===== src/rtl/fst_core.sv =====
// fst_core: single-cycle 16-bit core with r0-r7, S/Z/C/V flags and a halt latch.
// imem and dmem are external with combinational read; all state commits on clk.
module fst_core (
    input  logic        clk,
    input  logic        reset,
    output logic [15:0] pc,
    input  logic [15:0] inst,
    output logic [15:0] main_mem_read_adr,
    input  logic [15:0] main_mem_dat,
    output logic        main_mem_write,
    output logic [15:0] main_mem_write_adr,
    output logic [15:0] main_mem_write_dat,
    input  logic [15:0] in_dat,
    output logic        out_en,
    output logic [15:0] out_dat,
    output logic        is_halt
);
    logic [15:0] pc_q, pc_d;
    logic [15:0] regs_q [8];
    logic        s_q, z_q, c_q, v_q;
    logic        s_d, z_d, c_d, v_d;
    logic        halt_q, halt_d;

    logic        rf_we;
    logic [2:0]  rf_wa;
    logic [15:0] rf_wd;
    logic        mem_we, out_req, br_take, set_flags;
    logic [15:0] alu_res;
    logic        alu_c, alu_v;

    logic [1:0]  cls;
    logic [2:0]  ra, rb;
    logic [3:0]  op, d4;
    logic [15:0] sx8, rs_v, rd_v, ea, pc_inc, pc_br;
    logic [16:0] add17, sub17, sr17, sra17;
    logic [31:0] sl32;

    assign cls    = inst[15:14];
    assign ra     = inst[13:11];
    assign rb     = inst[10:8];
    assign op     = inst[7:4];
    assign d4     = inst[3:0];
    assign sx8    = {{8{inst[7]}}, inst[7:0]};
    assign rs_v   = regs_q[ra];
    assign rd_v   = regs_q[rb];
    assign ea     = rd_v + sx8;
    assign pc_inc = pc_q + 16'd1;
    assign pc_br  = pc_inc + sx8;

    // Bit 16 of the 17-bit sum/difference is carry-out / borrow.
    assign add17 = {1'b0, rd_v} + {1'b0, rs_v};
    assign sub17 = {1'b0, rd_v} - {1'b0, rs_v};
    // Shifters keep one guard bit so the last bit shifted out falls out as C.
    assign sl32  = {16'h0, rd_v} << d4;
    assign sr17  = {rd_v, 1'b0} >> d4;
    assign sra17 = $signed({rd_v, 1'b0}) >>> d4;

    // Decode/execute: next pc, register write, flags, memory/port strobes.
    always_comb begin
        pc_d      = pc_inc;
        halt_d    = halt_q;
        s_d       = s_q;
        z_d       = z_q;
        c_d       = c_q;
        v_d       = v_q;
        rf_we     = 1'b0;
        rf_wa     = rb;
        rf_wd     = 16'h0;
        mem_we    = 1'b0;
        out_req   = 1'b0;
        br_take   = 1'b0;
        set_flags = 1'b0;
        alu_res   = rd_v;
        alu_c     = 1'b0;
        alu_v     = 1'b0;
        if (halt_q) begin
            pc_d = pc_q;
        end else begin
            case (cls)
                2'b00: begin
                    rf_we = 1'b1;
                    rf_wa = ra;
                    rf_wd = main_mem_dat;
                end
                2'b01: mem_we = 1'b1;
                2'b10: begin
                    case (ra)
                        3'b000: begin
                            rf_we = 1'b1;
                            rf_wd = sx8;
                        end
                        3'b100: pc_d = pc_br;
                        3'b111: begin
                            case (rb)
                                3'b000:  br_take = z_q;
                                3'b001:  br_take = s_q ^ v_q;
                                3'b010:  br_take = z_q | (s_q ^ v_q);
                                3'b011:  br_take = ~z_q;
                                default: br_take = 1'b0;
                            endcase
                            if (br_take) pc_d = pc_br;
                        end
                        default: ;
                    endcase
                end
                default: begin
                    case (op)
                        4'd0: begin
                            alu_res   = add17[15:0];
                            alu_c     = add17[16];
                            alu_v     = (rd_v[15] == rs_v[15]) && (add17[15] != rd_v[15]);
                            set_flags = 1'b1;
                            rf_we     = 1'b1;
                        end
                        4'd1, 4'd5: begin
                            alu_res   = sub17[15:0];
                            alu_c     = sub17[16];
                            alu_v     = (rd_v[15] != rs_v[15]) && (sub17[15] != rd_v[15]);
                            set_flags = 1'b1;
                            rf_we     = (op == 4'd1);
                        end
                        4'd2: begin alu_res = rd_v & rs_v; set_flags = 1'b1; rf_we = 1'b1; end
                        4'd3: begin alu_res = rd_v | rs_v; set_flags = 1'b1; rf_we = 1'b1; end
                        4'd4: begin alu_res = rd_v ^ rs_v; set_flags = 1'b1; rf_we = 1'b1; end
                        4'd6: begin alu_res = rs_v; rf_we = 1'b1; end
                        4'd8: begin
                            alu_res = sl32[15:0]; alu_c = sl32[16];
                            set_flags = 1'b1; rf_we = 1'b1;
                        end
                        4'd9: begin
                            alu_res = sl32[15:0] | sl32[31:16]; alu_c = sl32[16];
                            set_flags = 1'b1; rf_we = 1'b1;
                        end
                        4'd10: begin
                            alu_res = sr17[16:1]; alu_c = sr17[0];
                            set_flags = 1'b1; rf_we = 1'b1;
                        end
                        4'd11: begin
                            alu_res = sra17[16:1]; alu_c = sra17[0];
                            set_flags = 1'b1; rf_we = 1'b1;
                        end
                        4'd12: begin alu_res = in_dat; rf_we = 1'b1; end
                        4'd13: out_req = 1'b1;
                        4'd15: begin halt_d = 1'b1; pc_d = pc_q; end
                        default: ;
                    endcase
                    rf_wd = alu_res;
                    if (set_flags) begin
                        s_d = alu_res[15];
                        z_d = (alu_res == 16'h0);
                        c_d = alu_c;
                        v_d = alu_v;
                    end
                end
            endcase
        end
    end

    assign pc                 = pc_q;
    assign is_halt            = halt_q;
    assign main_mem_read_adr  = ea;
    assign main_mem_write_adr = ea;
    assign main_mem_write_dat = rs_v;
    // Reset masks the strobes so an instruction in flight has no side effect.
    assign main_mem_write     = reset & mem_we;
    assign out_en             = reset & out_req;
    assign out_dat            = out_en ? rs_v : 16'h0;

    // Architectural state register with synchronous active-low clear.
    always_ff @(posedge clk) begin
        if (!reset) begin
            pc_q   <= 16'h0;
            halt_q <= 1'b0;
            s_q    <= 1'b0;
            z_q    <= 1'b0;
            c_q    <= 1'b0;
            v_q    <= 1'b0;
            for (int i = 0; i < 8; i++) regs_q[i] <= 16'h0;
        end else begin
            pc_q   <= pc_d;
            halt_q <= halt_d;
            s_q    <= s_d;
            z_q    <= z_d;
            c_q    <= c_d;
            v_q    <= v_d;
            if (rf_we) regs_q[rf_wa] <= rf_wd;
        end
    end
endmodule


===== config.mk =====
export PLATFORM = sky130hd
export DESIGN_NAME = fst_core
export DESIGN_NICKNAME = d
export VERILOG_FILES = /design/src/rtl/fst_core.sv
export SDC_FILE = /design/constraint.sdc
export NUM_CORES = 1
export LEC_CHECK = 0
export CORE_MARGIN = 4
export CORE_UTILIZATION = 35
export DETAILED_ROUTE_END_ITERATION = 8
export GPL_TIMING_DRIVEN = 0
export HOLD_SLACK_MARGIN = 0.02
export PLACE_DENSITY = 0.51
export SYNTH_ARGS = -nofsm -noshare
export SYNTH_HDL_FRONTEND = slang
export SYNTH_SLANG_ARGS = --single-unit

===== constraint.sdc =====
create_clock -name clk -period 10.5 [get_ports clk]
set_input_delay 2.1 -clock clk [delete_from_list [all_inputs] [get_ports clk]]
set_output_delay 2.1 -clock clk [all_outputs]
set_load 0.05 [all_outputs]

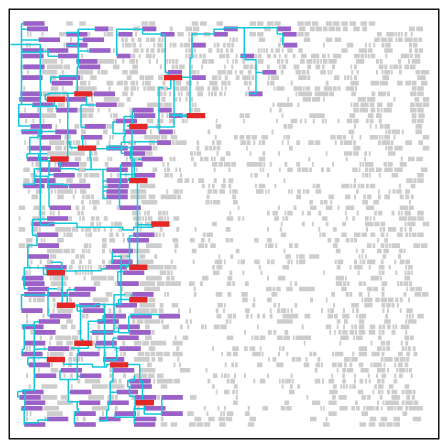
*Routed clock nets over the placement*
- flip-flops: purple (count 148)
- cells driving clock nets: red (count 17)
- clock wires: cyan (length 2,210 um)
- routed clock nets: 18

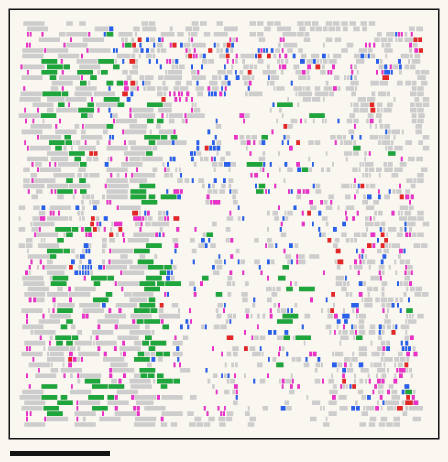
*Gate families picked out*
The bar under the picture is 50 um long.
- NAND gates: blue (cells 236; where spread over the die)
- multiplexers: green (cells 141)
- AND and OR gates: red (cells 57; where spread over the die)
- NOR gates: magenta (cells 367; where spread over the die)

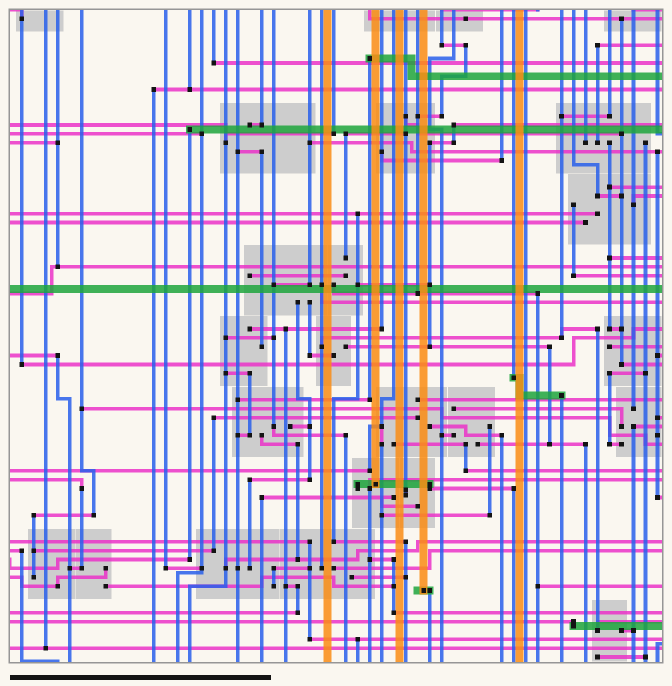
*Close-up of the layout*
The bar under the picture is 10 um long. Region (95, 52) to (120, 77) um. Cells in gray, sequential cells in the stronger gray; small squares are vias.
- met1: magenta
- met4: orange
- met2: blue
- met3: green
- most frequent: nand2_1 (3), a21oi_1 (3)
- cells with their middle in the window: 20
- sequential cells in the window: 0

==> impl_metrics.csv <==
group,metric,value,unit
logic_synthesis,most_common_library_cells_after_synthesis,"246 x sky130_fd_sc_hd__nor2_1, 136 x sky130_fd_sc_hd__nand2_1, 128 x sky130_fd_sc_hd__edfxtp_1",
critical_path,worst_setup_path_start_kind,"primary input",
drt,drt-pass1-iter-count,6,
logic_synthesis,area_leader_netlist,"sky130_fd_sc_hd__edfxtp_1",
logic_synthesis,logic_family,"simple AND/OR/NAND/NOR gates",
grt,globalRouteTotalUtil,0.334,
floorplanning,chip_area,46200,um^2
cells_and_area,seq_share,0.242,
cells_and_area,multiInputGateArea,9790,um^2
cells_and_area,n_all_buffers,276,
logic_synthesis,postSynthRegisterBits,148,
cells_and_area,area_growth,17.3,%
placed_design,place.gp.congestion,1.03,
run_status,run_status,"finished clean",
critical_path,cp.buffers_inverters,6,
logic_synthesis,synth.most_common_cell,"sky130_fd_sc_hd__nor2_1",
drt,num_vias,15789,
cells_and_area,layout.cells.most_common_list,"246 x sky130_fd_sc_hd__nor2_1, 136 x sky130_fd_sc_hd__nand2_1, 128 x sky130_fd_sc_hd__edfxtp_1, 123 x sky130_fd_sc_hd__clkdlybuf4s50_1, 95 x sky130_fd_sc_hd__clkbuf_1",
cells_and_area,comb_cells,1365,
logic_synthesis,synth_largest_type_area_fraction,0.257,
critical_path,crit_slowest_cell,"sky130_fd_sc_hd__a2111oi_0",
final_timing,timing.final.ws_setup,289,ps
placed_design,placement.cell_area,16900,um^2
placed_design,dp_cells,2398,
cells_and_area,layout.sequential_cells,148,
clock_tree,clk_latency,460,ps
critical_path,r2r-start,"regs_q[6][4]$_SDFFCE_PN0P_",
critical_path,startpoint,"inst[12]",
placed_design,hpwlAfterDp,61.4,mm
placed_design,setup_slack_placement,-279,ps
power,power.total,2.48,mW
cells_and_area,antenna_cells,0,
logic_synthesis,simple_gate_share,0.207,
logic_synthesis,mux_area_frac,0.144,
floorplanning,floorplan.initialDensity,0.355,
logic_synthesis,netlist_instances,1731,
critical_path,rrSetupSlack,4020,ps
logic_synthesis,aoi_share,0.200,
final_timing,worst_hold_slack,484,ps
logic_synthesis,netlist_top_cells_area,"sky130_fd_sc_hd__edfxtp_1 26%, sky130_fd_sc_hd__mux4_2 8.1%, sky130_fd_sc_hd__ha_1 6.9%",
logic_synthesis,postSynthSeqShare,0.283,
logic_synthesis,fa_ha_area_frac,0.0745,
final_timing,timing_max_transition_violations_final,0,
min_path,hp-class,"reg2reg",
drt,drt-wirelength-per-cell,33.0,um
cells_and_area,layout-drive-gt1-share,0.0925,
[power breakdown]
group	leakage [nW]	total (mW)	internal [mW]	switching, mW
clock network	0.301	0.649	0.362	0.287
logic	4.74	1.15	0.370	0.784
registers	1.49	0.682	0.664	0.0173
total	6.52	2.48	1.40	1.09
[state kept, by name, summed over array words and instances, names as in the netlist]
signal   count
s_q          1
regs_q     128
z_q          1
v_q          1
is_halt      1
pc          16
[metrics by stage]
| stage | util | TNS, ps |
|---|---|---|
| 2_1_floorplan | - | 0 |
| 3_3_place_gp | 0.401 | -496 |
| 3_5_place_dp | 0.402 | -474 |
| 4_1_cts | 0.417 | 0 |
| 5_1_grt | 0.417 | 0 |
| 6_report | 0.417 | 0 |
[what timing repair did]
item	CTS	global route
resized	2	2
setup endpoints to repair	2	2
setup buffers	0	0
hold buffers	0	0
pin swaps	0	0
[per-layer routing]
layer	global-route usage	vias to the layer above
li1	-	6805
met1	0.430	7924
met2	0.555	862
met3	0.0499	198
met4	0.157	0
met5	0	-
[worst min path at each step]
stage / from / endpoint / slack, ps / depth (start not counted)
floorplan: z_q$_SDFFE_PN0P_ / z_q$_SDFFE_PN0P_ / 470 / 2
global placement: pc[15]$_SDFFE_PN0P_ / pc[15]$_SDFFE_PN0P_ / 470 / 2
detailed placement: pc[15]$_SDFFE_PN0P_ / pc[15]$_SDFFE_PN0P_ / 470 / 2
CTS: pc[15]$_SDFFE_PN0P_ / pc[15]$_SDFFE_PN0P_ / 480 / 2
global route: pc[15]$_SDFFE_PN0P_ / pc[15]$_SDFFE_PN0P_ / 530 / 2
finish: pc[15]$_SDFFE_PN0P_ / pc[15]$_SDFFE_PN0P_ / 480 / 2
Power and IR drop assume default switching activity.
